--- src/rtl/fe_pkg.sv ---
`default_nettype none
// +----------------------------------------------------------------------+
// | Package : fe_pkg                                                     |
// | Shared fetch-engine widths and the instruction-queue entry type.     |
// | Rev     : 1.0  initial release                                       |
// +----------------------------------------------------------------------+
package fe_pkg;

  localparam int XLEN           = 32;
  localparam int LINE_W         = 128;
  localparam int INSTS_PER_LINE = 4;

  // One queued instruction together with the address it was fetched from.
  typedef struct packed {
    logic [XLEN-1:0] inst;
    logic [XLEN-1:0] pc;
  } fetch_entry_t;

endpackage : fe_pkg
`default_nettype wire

--- src/rtl/fetch_fifo.sv ---
`default_nettype none
// +----------------------------------------------------------------------+
// | Module  : fetch_fifo                                                 |
// | Circular buffer of fetch entries: up to four writes, one read per    |
// | cycle. Entries wr_data_i[0..wr_n_i-1] land at tail, tail+1, ...      |
// | Rev     : 1.0  initial release                                       |
// +----------------------------------------------------------------------+
module fetch_fifo
  import fe_pkg::*;
#(
  parameter int DEPTH = 8
) (
  input  logic                                    clk,
  input  logic                                    rst,
  input  logic                                    clr_i,
  input  logic [2:0]                              wr_n_i,
  input  fetch_entry_t [INSTS_PER_LINE-1:0]       wr_data_i,
  input  logic                                    rd_en_i,
  output fetch_entry_t                            rd_data_o,
  output logic [$clog2(DEPTH):0]                  count_o
);

  localparam int AW = $clog2(DEPTH);
  localparam int CW = AW + 1;

  fetch_entry_t        mem_q [DEPTH];
  logic [AW-1:0]       head_q;
  logic [AW-1:0]       tail_q;
  logic [CW-1:0]       count_q;

  // Storage write: consecutive slots from tail; pointer arithmetic wraps at DEPTH.
  always_ff @(posedge clk) begin
    if (!rst && !clr_i) begin
      for (int i = 0; i < INSTS_PER_LINE; i++) begin
        if (3'(i) < wr_n_i) begin
          mem_q[tail_q + AW'(i)] <= wr_data_i[i];
        end
      end
    end
  end

  // Pointer and occupancy update; reset and clear both empty the buffer.
  always_ff @(posedge clk) begin
    if (rst || clr_i) begin
      head_q  <= '0;
      tail_q  <= '0;
      count_q <= '0;
    end else begin
      head_q  <= head_q + AW'(rd_en_i);
      tail_q  <= tail_q + AW'(wr_n_i);
      count_q <= count_q + CW'(wr_n_i) - CW'(rd_en_i);
    end
  end

  assign rd_data_o = mem_q[head_q];
  assign count_o   = count_q;

endmodule : fetch_fifo
`default_nettype wire

--- src/rtl/fetch_queue.sv ---
`default_nettype none
// +----------------------------------------------------------------------+
// | Module  : fetch_queue                                                |
// | Instruction fetch front end: reads one ROM line per cycle from the   |
// | current PC, enqueues the valid words of that line all-or-nothing,    |
// | and presents the oldest instruction to the consumer.                 |
// | Rev     : 1.0  initial release                                       |
// +----------------------------------------------------------------------+
module fetch_queue
  import fe_pkg::*;
#(
  parameter int          DEPTH    = 8,
  parameter logic [31:0] RESET_PC = 32'h0000_0000
) (
  input  logic                    clk,
  input  logic                    rst,
  output logic [XLEN-1:0]         rom_addr,
  input  logic [LINE_W-1:0]       rom_data,
  input  logic                    flush,
  input  logic [XLEN-1:0]         flush_pc,
  output logic                    deq_valid,
  input  logic                    deq_ready,
  output logic [XLEN-1:0]         deq_inst,
  output logic [XLEN-1:0]         deq_pc,
  output logic [$clog2(DEPTH):0]  count
);

  localparam int CW = $clog2(DEPTH) + 1;

  logic [XLEN-1:0]                    pc_q;
  logic [XLEN-1:0]                    pc_d;
  logic [2:0]                         w_n_new;
  logic [CW-1:0]                      w_free;
  logic                               w_enq;
  logic                               w_deq;
  logic [2:0]                         w_wr_n;
  fetch_entry_t [INSTS_PER_LINE-1:0]  w_entries;
  fetch_entry_t                       w_head;
  logic [1:0]                         w_flush_lo_unused;

  // Redirect targets are word aligned; the low bits are dropped.
  assign w_flush_lo_unused = flush_pc[1:0];

  assign rom_addr = pc_q;

  // Words from the PC's offset up to the end of the line are usable.
  assign w_n_new = 3'd4 - {1'b0, pc_q[3:2]};
  // Free space uses the occupancy before this cycle's dequeue.
  assign w_free  = CW'(DEPTH) - count;
  assign w_enq   = !flush && (w_free >= CW'(w_n_new));
  assign w_deq   = deq_valid && deq_ready && !flush;
  assign w_wr_n  = w_enq ? w_n_new : 3'd0;

  // Reorder the line so the word at the PC offset is entry 0; tags carry each word's address.
  always_comb begin
    w_entries = '0;
    for (int i = 0; i < INSTS_PER_LINE; i++) begin
      w_entries[i].pc   = {pc_q[31:4], pc_q[3:2] + 2'(i), 2'b00};
      w_entries[i].inst = rom_data[{pc_q[3:2] + 2'(i), 5'b00000} +: XLEN];
    end
  end

  // Next fetch PC: redirect wins, otherwise step to the next line after a successful enqueue.
  always_comb begin
    pc_d = pc_q;
    if (flush) begin
      pc_d = {flush_pc[31:2], 2'b00};
    end else if (w_enq) begin
      pc_d = {pc_q[31:4] + 28'd1, 4'b0000};
    end
  end

  // Fetch PC register.
  always_ff @(posedge clk) begin
    if (rst) begin
      pc_q <= RESET_PC;
    end else begin
      pc_q <= pc_d;
    end
  end

  fetch_fifo #(
    .DEPTH (DEPTH)
  ) u_fifo (
    .clk       (clk),
    .rst       (rst),
    .clr_i     (flush),
    .wr_n_i    (w_wr_n),
    .wr_data_i (w_entries),
    .rd_en_i   (w_deq),
    .rd_data_o (w_head),
    .count_o   (count)
  );

  assign deq_valid = (count != '0);
  assign deq_inst  = w_head.inst;
  assign deq_pc    = w_head.pc;

endmodule : fetch_queue
`default_nettype wire

--- config.mk ---
export PLATFORM = sky130hd
export DESIGN_NAME = fetch_queue
export DESIGN_NICKNAME = d
export VERILOG_FILES = /design/src/rtl/fe_pkg.sv /design/src/rtl/fetch_fifo.sv /design/src/rtl/fetch_queue.sv
export SDC_FILE = /design/constraint.sdc
export NUM_CORES = 1
export LEC_CHECK = 0
export ABC_CLOCK_PERIOD_IN_PS = 9700
export CORE_ASPECT_RATIO = 0.9
export CORE_UTILIZATION = 35
export DETAILED_ROUTE_END_ITERATION = 8
export GPL_ROUTABILITY_DRIVEN = 1
export PLACE_DENSITY = 0.52
export SKIP_CTS_REPAIR_TIMING = 1
export SLEW_MARGIN = 20
export SYNTH_ARGS = -nofsm -noshare
export SYNTH_HDL_FRONTEND = slang
export SYNTH_SLANG_ARGS = --single-unit
--- constraint.sdc ---
create_clock -name clk -period 9.7 [get_ports clk]
set_input_delay 0.97 -clock clk [delete_from_list [all_inputs] [get_ports clk]]
set_output_delay 0.97 -clock clk [all_outputs]
set_load 0.05 [all_outputs]
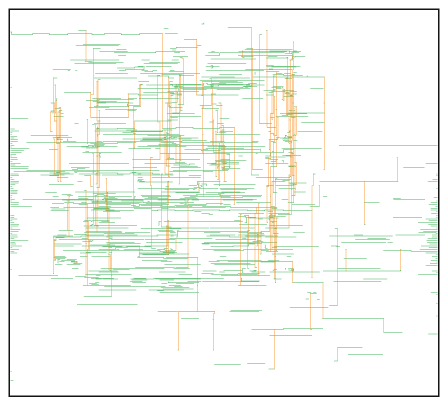
Fig. 1. Metal layers overlaid.
Only two layers are drawn.
| colour | layer | wire length |
|---|---|---|
| green | metal 3 | 12300 um |
| orange | metal 4 | 4970 um |
DR WL/cell: 28.78 um
Vias: 26700
overall routed net length: 121.9 mm
Global Route Usage Sum: 25.39%

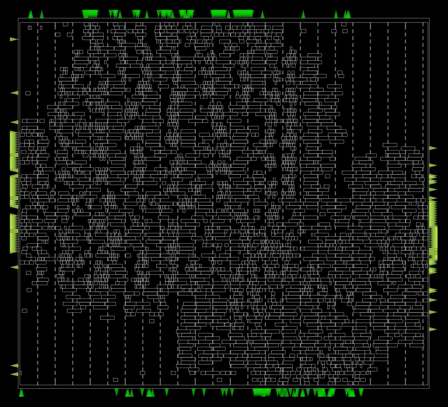
Fig. 2. Cell outlines without signal wires.
Seq area share: 41.05%
total core area: 91830 um^2
Tap Count: 1230
Core Util, Final: 41.68%

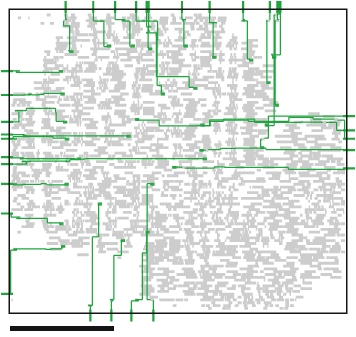
Fig. 3. Port wiring.
Scale bar: 100 um.
| colour | port | direction | edge | end cells | buffers | wire |
|---|---|---|---|---|---|---|
| green | deq_inst | output | 13 top, 10 left, 5 right, 4 bottom | 32 | 32 | 2980 um |

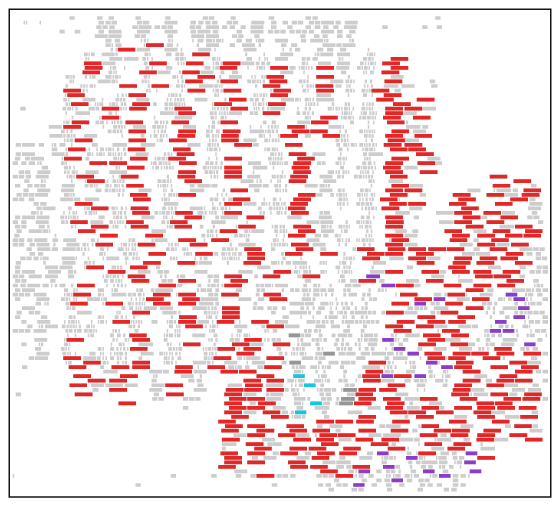
Fig. 4. Sequential cells grouped by signal name.
Other sequential cells in the stronger grey, the rest of the logic in the fainter grey.
| colour | signal | flops |
|---|---|---|
| cyan | u_fifo.count_o | 4 |
| purple | rom_addr | 30 |
| red | u_fifo.mem_q | 496 |

==> impl_metrics.env <==
# source this file to load flow results
export IMPL_outcome="completed"
export IMPL_mux_area_share_pct=20.02
export IMPL_cp_max_fo=54
export IMPL_reg2reg_slack_ps=2350
export IMPL_hold_depth=0
export IMPL_avgSynthCellArea_um2=11.48
export IMPL_worst_slew_pin_slew_ps=1182
export IMPL_report_final_setup_viol=0
export IMPL_power_total_mw=7.529
export IMPL_dieWidth_um=324.0
export IMPL_regMostFlops="u_fifo.mem_q"
export IMPL_finalHoldViolations=0
export IMPL_io_buffer_count=258
export IMPL_io_pins=265
export IMPL_reg2regPathDepth=13
export IMPL_area_growth_pct=17.23
export IMPL_finalClockPeriodUsage_pct=75.79
export IMPL_drt_met1_wl_mm=48.24
export IMPL_hp_start="rom_addr[21]"
export IMPL_synth_edff_count=496
export IMPL_criticalPathCategory="register to register"
export IMPL_cap_viol_max_count=0
export IMPL_drt_iter0_markers=3013
export IMPL_syn_cell_area_um2=32650
export IMPL_met1_usage_pct=34.10
export IMPL_ys_cells=2843
export IMPL_path_clk_slew_ps=60
export IMPL_hold_slack_ps=651.3
export IMPL_top_usage_layer="met2"
export IMPL_diodes=0
export IMPL_finalNetCount=3140
export IMPL_clock_fmax_ghz=0.1360
export IMPL_ant_nets=0
export IMPL_cp_startpoint="rom_addr[3]"
export IMPL_top_area_share_pct=45.62
export IMPL_reg2reg_to="u_fifo.mem_q[0][29]"
export IMPL_slew_viol_final=0
export IMPL_htree_levels=2
export IMPL_synthTopCellsByArea="edfxtp_1, mux4_2, a211oi_1"
export IMPL_crit_path_start_kind="register"
export IMPL_grt_pass1_wl_mm=176.4
export IMPL_crit_arrival_ps=7610
export IMPL_largest_area_cell="edfxtp_1"
export IMPL_initial_core_util_pct=35.55
export IMPL_synthArstFlopShare_pct=0
export IMPL_met3_usage_pct=4.737
export IMPL_yosysSeqAreaShare_pct=48.07
export IMPL_clock_skew_final_ps=30.68
export IMPL_yosys_area_um2=32650
export IMPL_warnings=29
export IMPL_synthSimpleGateAreaFrac_pct=10.09
export IMPL_crit_top_cell="buf_4"
export IMPL_dp_cells=4126
export IMPL_dr_max_layer_used="met4"
export IMPL_place_area_um2=36140
export IMPL_grt_ovfl_total=0
export IMPL_synthAoiAreaFrac_pct=15.68
export IMPL_clockRootBuffer="clkbuf_16"
export IMPL_holdPathEnd="u_fifo.mem_q[0][19]"
export IMPL_grt_start_max_net_pins=68
export IMPL_clkSinkCount=536
export IMPL_die_h_um=291.8
export IMPL_xor_share_pct=1.127
export IMPL_drive_above_1_share_pct=17.51
export IMPL_logic_family="multiplexers"
export IMPL_dieArea_um2=94510
export IMPL_cts_tree="done"
export IMPL_final_cells=4234
export IMPL_lay_top_cells="edfxtp_1, nor2_1, nand2_1"
export IMPL_yosysUniqueCellTypes=69
export IMPL_drc_errors=0
export IMPL_r2r_start="rom_addr[3]"
export IMPL_hold_path_class="register to register"
export IMPL_critPathRequiredTime_ps=9960
export IMPL_drtPass1Iterations=5
export IMPL_met3_length_mm=12.30
export IMPL_fin_setup_tns_ps=0
export IMPL_ys_flops=536
export IMPL_cp_end_kind="register"
export IMPL_antenna_found_initial=1
export IMPL_cp_cell_sequence="inv_1, ha_4, inv_1, ha_1, o21ai_0, o21a_1, buf_4, nand2_1, nand3_1, buf_4, o21ai_0, a311o_2, buf_4"
export IMPL_via_per_inst=6.306
export IMPL_powerDensity_nw_per_um2=196.7
export IMPL_ff_type="edfxtp_1"
export IMPL_use_met2_pct=40.37
export IMPL_leakage_nw=11.78
export IMPL_largest_reg_flops=496
export IMPL_slowest_stage="ha_4"
export IMPL_period_minus_slack_ps=7352
export IMPL_relSlewSlack_pct=20.89
-- where the power goes --
group	leakage (nW)	switching (mW)	internal, mW
clock	1.03	0.962	1.49
combinational	5.86	1.40	0.706
sequential	4.89	0.101	2.86
total	11.8	2.47	5.06
-- synth_stat cells, types with 3 or more instances --
library cell / instances
inv_1: 33
nor2_2: 7
a221o_1: 5
nand3_1: 30
nor2_1: 373
buf_1: 19
a21o_1: 3
dfxtp_1: 40
o21ai_1: 152
o21ai_0: 199
a21oi_1: 34
clkbuf_1: 113
edfxtp_1: 496
a311oi_1: 7
a21oi_2: 8
buf_2: 96
xor2_1: 12
or2_2: 4
mux2i_1: 51
xnor2_1: 30
or3_1: 3
mux2_2: 93
nand2_1: 298
a2111o_1: 3
a211oi_1: 234
nand3b_1: 3
o21a_1: 13
o211ai_1: 9
a22oi_1: 15
and3_1: 6
a2111oi_2: 6
nand4_1: 10
o31ai_1: 90
buf_6: 3
nor3_1: 21
and4_1: 3
buf_4: 33
and2_1: 12
nand4b_1: 3
mux4_2: 221
ha_1: 17
-- critical path: cells and delay by family, from the launching register on --
kind,cells,cell delay (ps)
AOI/OAI and AO/OA,4,1530
adders and majority gates,2,1270
buffers and inverters,5,2220
DFF,1,880
and+or+nand+nor,2,960
-- logic make-up after synthesis --
kind of cell	count (synthesis)
adders and majority gates	19
xor gates and xnor gates	42
muxes	365
AOI/OAI and AO/OA	793
other	1
DFF	536
buffers and inverters	297
and+or+nand+nor	790
-- cell type report --
class                           count  area (um^2)
Fill cell                        8554        53560
Multi-Input combinational cell   2013        15790
Sequential cell                   536        15710
Timing Repair Buffer              314         2997
Clock buffer                       70         1558
Tap cell                         1230         1539
Clock inverter                     38        558.0
Inverter                           33        123.9
No activity file was given, so power comes from the tool's default toggle rates.
